### M1 wires

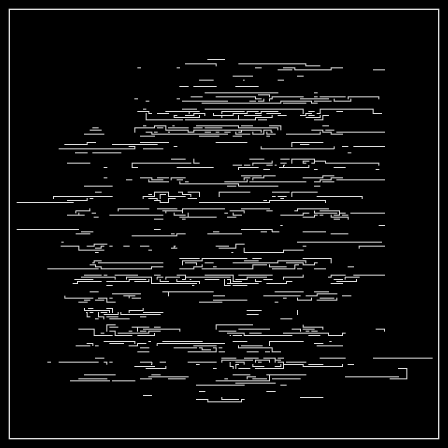
### The metal 2 layer

Bar = 20 um. Cells faint in the background.
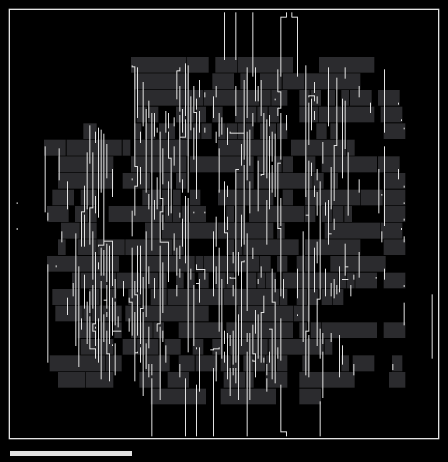
### Met3 routing

Bar = 20 um.
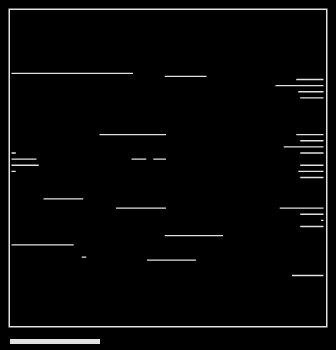
### Routing congestion

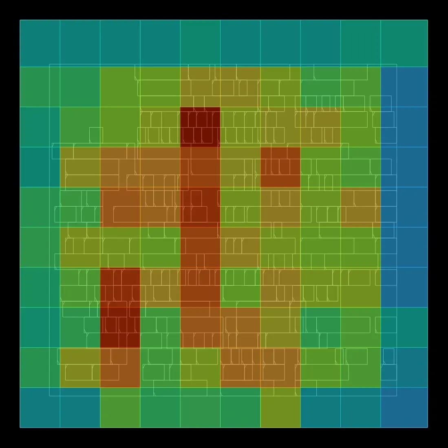
### A small window of the routed layout

Bar = 5 um. Region (8, 43) to (28, 63) um. Cells in gray, sequential cells in the stronger gray; small squares are vias.
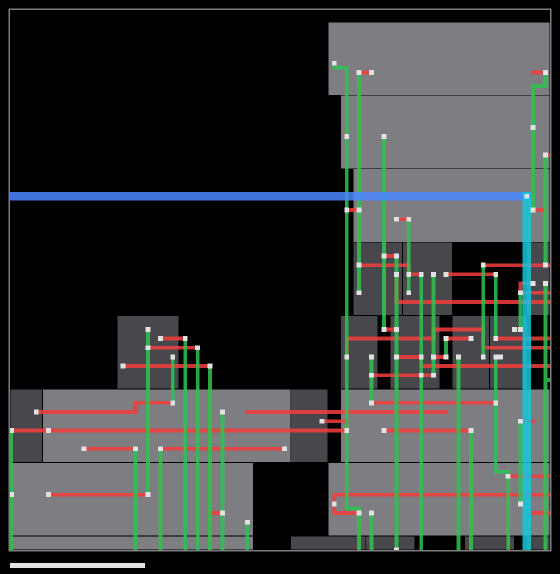
==> config.mk <==
export PLATFORM = sky130hd
export DESIGN_NAME = bioz_sar_adc_ctrl
export DESIGN_NICKNAME = d
export VERILOG_FILES = /design/src/rtl/bioz_adc_pkg.sv /design/src/rtl/bioz_sar_register.sv /design/src/rtl/bioz_sar_adc_ctrl.sv
export SDC_FILE = /design/constraint.sdc
export NUM_CORES = 1
export LEC_CHECK = 0
export CAP_MARGIN = 10
export CORE_MARGIN = 5
export CORE_UTILIZATION = 51
export CTS_CLUSTER_DIAMETER = 200
export CTS_CLUSTER_SIZE = 40
export DETAILED_ROUTE_END_ITERATION = 7
export PLACE_DENSITY = 0.77
export SYNTH_ARGS = -nofsm -noshare
export SYNTH_HDL_FRONTEND = slang
export SYNTH_SLANG_ARGS = --single-unit
==> constraint.sdc <==
create_clock -name clk_ADC -period 1.9 [get_ports clk_ADC]
set_input_delay 0.38 -clock clk_ADC [delete_from_list [all_inputs] [get_ports clk_ADC]]
set_output_delay 0.38 -clock clk_ADC [all_outputs]
set_load 0.01 [all_outputs]
==> qor.txt <==
First-pass GRT wire length: 6130 um
Nets: 237
Floorplan Nets: 198
Detailed Route Iter0 Violations: 82
CP startpoint kind: flop
CTS root buf: clkbuf_4
Synth Seq Share: 56.9%
Ys flop type: dfrtp_1
Ys cells: 187
P per Cell Area: 953 nW/um^2
Initial Utilization: 54.1%
Area leader, netlist: dfrtp_1
Synthesis area per yosys: 1850 um^2
Worst EP arrival: 1.40 ns
Die width: 70.2 um
Crit path DRT: 1.52 ns
DRC Markers: 0
Grt ovf: 0
Die Height: 70.2 um
Depth of the CTS H-tree: 2
Dpl cells: 263
DP Area: 2220 um^2
Peak VDD IR: 0.719 mV
Final worst setup slack: 0.120 ns
Crit share post-route: 93.7%
TritonCTS clock tree: yes
Worst path bufs/invs: 2
RSZ-0062 raised after global routing: no
Clock sinks: 42
Chip area: 4920 um^2
Avg Vias per Cell: 5.21
Number of enable flip-flop cells: 0
Mapped Area: 1850 um^2
Inserted Clock Buffers: 5
Count of different cell masters after synthesis: 26
Yosys warning total: 0
Boundary pin count: 34
Setup violators final: 0
Top area cell types: dfrtp_1 (57%), o21ai_0 (8.4%), nand2_1 (7.5%), a21oi_1 (6.5%), ha_1 (3.4%)
RD Place Congestion: 0.824
Latency at later pin: 0.35 ns
Delay-heaviest family, CP: buffers and inverters
Worst Hold Class: input port to async pin
Ratio of cells with drive above 1 in the final layout: 9.25%
CTS Buffer Depth: 2
Slew @ Worst Pin: 0.552 ns
CP endpoint kind: output pin
Layout Cells excl Fill: 273
Ys flops: 42
FP Rows: 21
Worst-path maximum fanout: 3
CP max stage delay: 0.40 ns
Slowest cell on the critical path: dfrtp_1
Synth top cells by count: dfrtp_1 (42), nand2_1 (37), o21ai_0 (31), a21oi_1 (24), inv_1 (16)
Port Buffers: 33
Tool Warnings: 30
WL per Instance: 13.4 um
Power, Total: 2.20 mW
Mapped Avg Cell Area: 9.88 um^2
Hold-fix buffers, CTS: 0
Share of the synthesized area in the top cell type: 56.9%
Reg2Reg Depth: 5
Worst path cell trace: buf_4 > ha_1 > dlygate4sd2_1
Initial antenna violation count: 0
N_diodes: 0
Flop2flop setup slack: 0.24 ns
Relative slew margins: 63.0%
Tmin final: 1.78 ns
CORE AREA: 3420 um^2
Antenna Violating Nets Remaining: 0
Async SR Flop Fraction: 100%
Setup_tns: 0 ns
DRT Pass-1 Iters: 4
Hpwl dp: 2610 um
Post-Syn Instances: 187
Max Cap Violations: 0
Static Leak: 0.990 nW
Post-route cell area: 2300 um^2
Pins Over Slew Limit: 0
Clock transition at path regs: 0.12 ns
Area delta synth->final: 24.8%
Count leader, synth: dfrtp_1
Final hold vios: 0
Vias in the first global route: 1,390
Highest clock rate: 0.562 GHz
Largest net degree at the start of global routing: 43
Placement Setup Slack: -0.0138 ns
Worst clock skew: 0.0116 ns
Crit Path Category: flop to output pin
Status: completed
Critical Path Stages: 3
## Picture notes: 'M1 wires'
The longest straight run is 16.1 um. 198 nets have wire on it.
WL final: 3660 um
via count: 1,421
GR Util met1: 18.5%

## Picture notes: 'The metal 2 layer'
The layer carries 1,800 um of wire. The longest straight run is 31.6 um. The wires run mostly vertical.
met2 usage: 25.8%

## Picture notes: 'Met3 routing'
25 nets have wire on it. The longest straight run is 26.7 um. The wires run mostly horizontal.
grt met3 use: 5.60%

## Picture notes: 'Routing congestion'
GR Util All Layers: 15.6%
Final Util: 67.5%

## Picture notes: 'A small window of the routed layout'
M2: drawn in green. M3: drawn in blue. M4: drawn in cyan. M1: drawn in red.
Most frequent: dfrtp_1 (7), a21oi_1 (3), nand2_1 (2). Sequential cells in the window: 7. 15 logic cells have their middle in the window.

==> final cells by class <==
| type | count | area [um^2] |
|---|---|---|
| clock inverters | 1 | 30.0 |
| multi-input cells | 120 | 666 |
| clock buffers | 7 | 45.0 |
| well taps | 46 | 57.6 |
| inverters | 16 | 60.1 |
| fillers | 278 | 1110 |
| flip-flops and latches | 42 | 1050 |
| repair buffers | 41 | 395 |
==> per-layer routing <==
metal	GRT usage (%)	vias to the layer above	wire, um
li1	-	705	-
met1	18.5	676	1580
met2	25.8	31	1800
met3	5.60	9	215
met4	6.38	0	67
met5	0	-	0
==> per-stage QoR <==
step	util [%]	hold slack (ns)
6_report	67.5	0.0698
5_1_grt	67.5	0.0988
4_1_cts	67.5	0.0853
3_5_place_dp	64.9	0.474
3_3_place_gp	64.9	0.460
2_1_floorplan	-	0.0844
==> kinds of logic (layout without fill, tap and decap cells) <==
group | after synthesis | after routing | share of synthesized area, %
buffers and inverters | 25 | 65 | 7.05
and+or+nand+nor | 51 | 51 | 13.1
adders and majority gates | 5 | 5 | 3.39
DFF | 42 | 42 | 56.9
AOI/OAI and AO/OA | 63 | 63 | 18.7
muxes | 1 | 1 | 0.813
==> what timing repair did <==
action	in CTS	in global routing
setup buffers	2	0
gates resized	2	0
endpoints found under the setup margin	2	0
==> where the power goes <==
group / leakage (nW) / internal [mW] / switching, mW
registers: 0.570 / 0.958 / 0.0398
logic: 0.380 / 0.268 / 0.376
clock network: 0.0395 / 0.279 / 0.276
total: 0.990 / 1.50 / 0.692
==> cell usage in the layout (no fill, tap or decap), types with 2 or more instances in the layout <==
master / synthesis / routed
a21oi_1: 24 / 24
buf_4: 3 / 7
clkbuf_1: 1 / 2
clkbuf_4: 0 / 5
clkdlybuf4s50_1: 0 / 30
dfrtp_1: 42 / 42
dlygate4sd2_1: 0 / 2
ha_1: 5 / 5
inv_1: 16 / 16
nand2_1: 37 / 37
nand3_1: 3 / 3
nand3b_1: 2 / 2
nor2_1: 2 / 2
o21ai_0: 31 / 31
o21ai_1: 3 / 3
o22ai_1: 2 / 2
Power figures rest on the tool's default switching activity, not on a simulated workload.
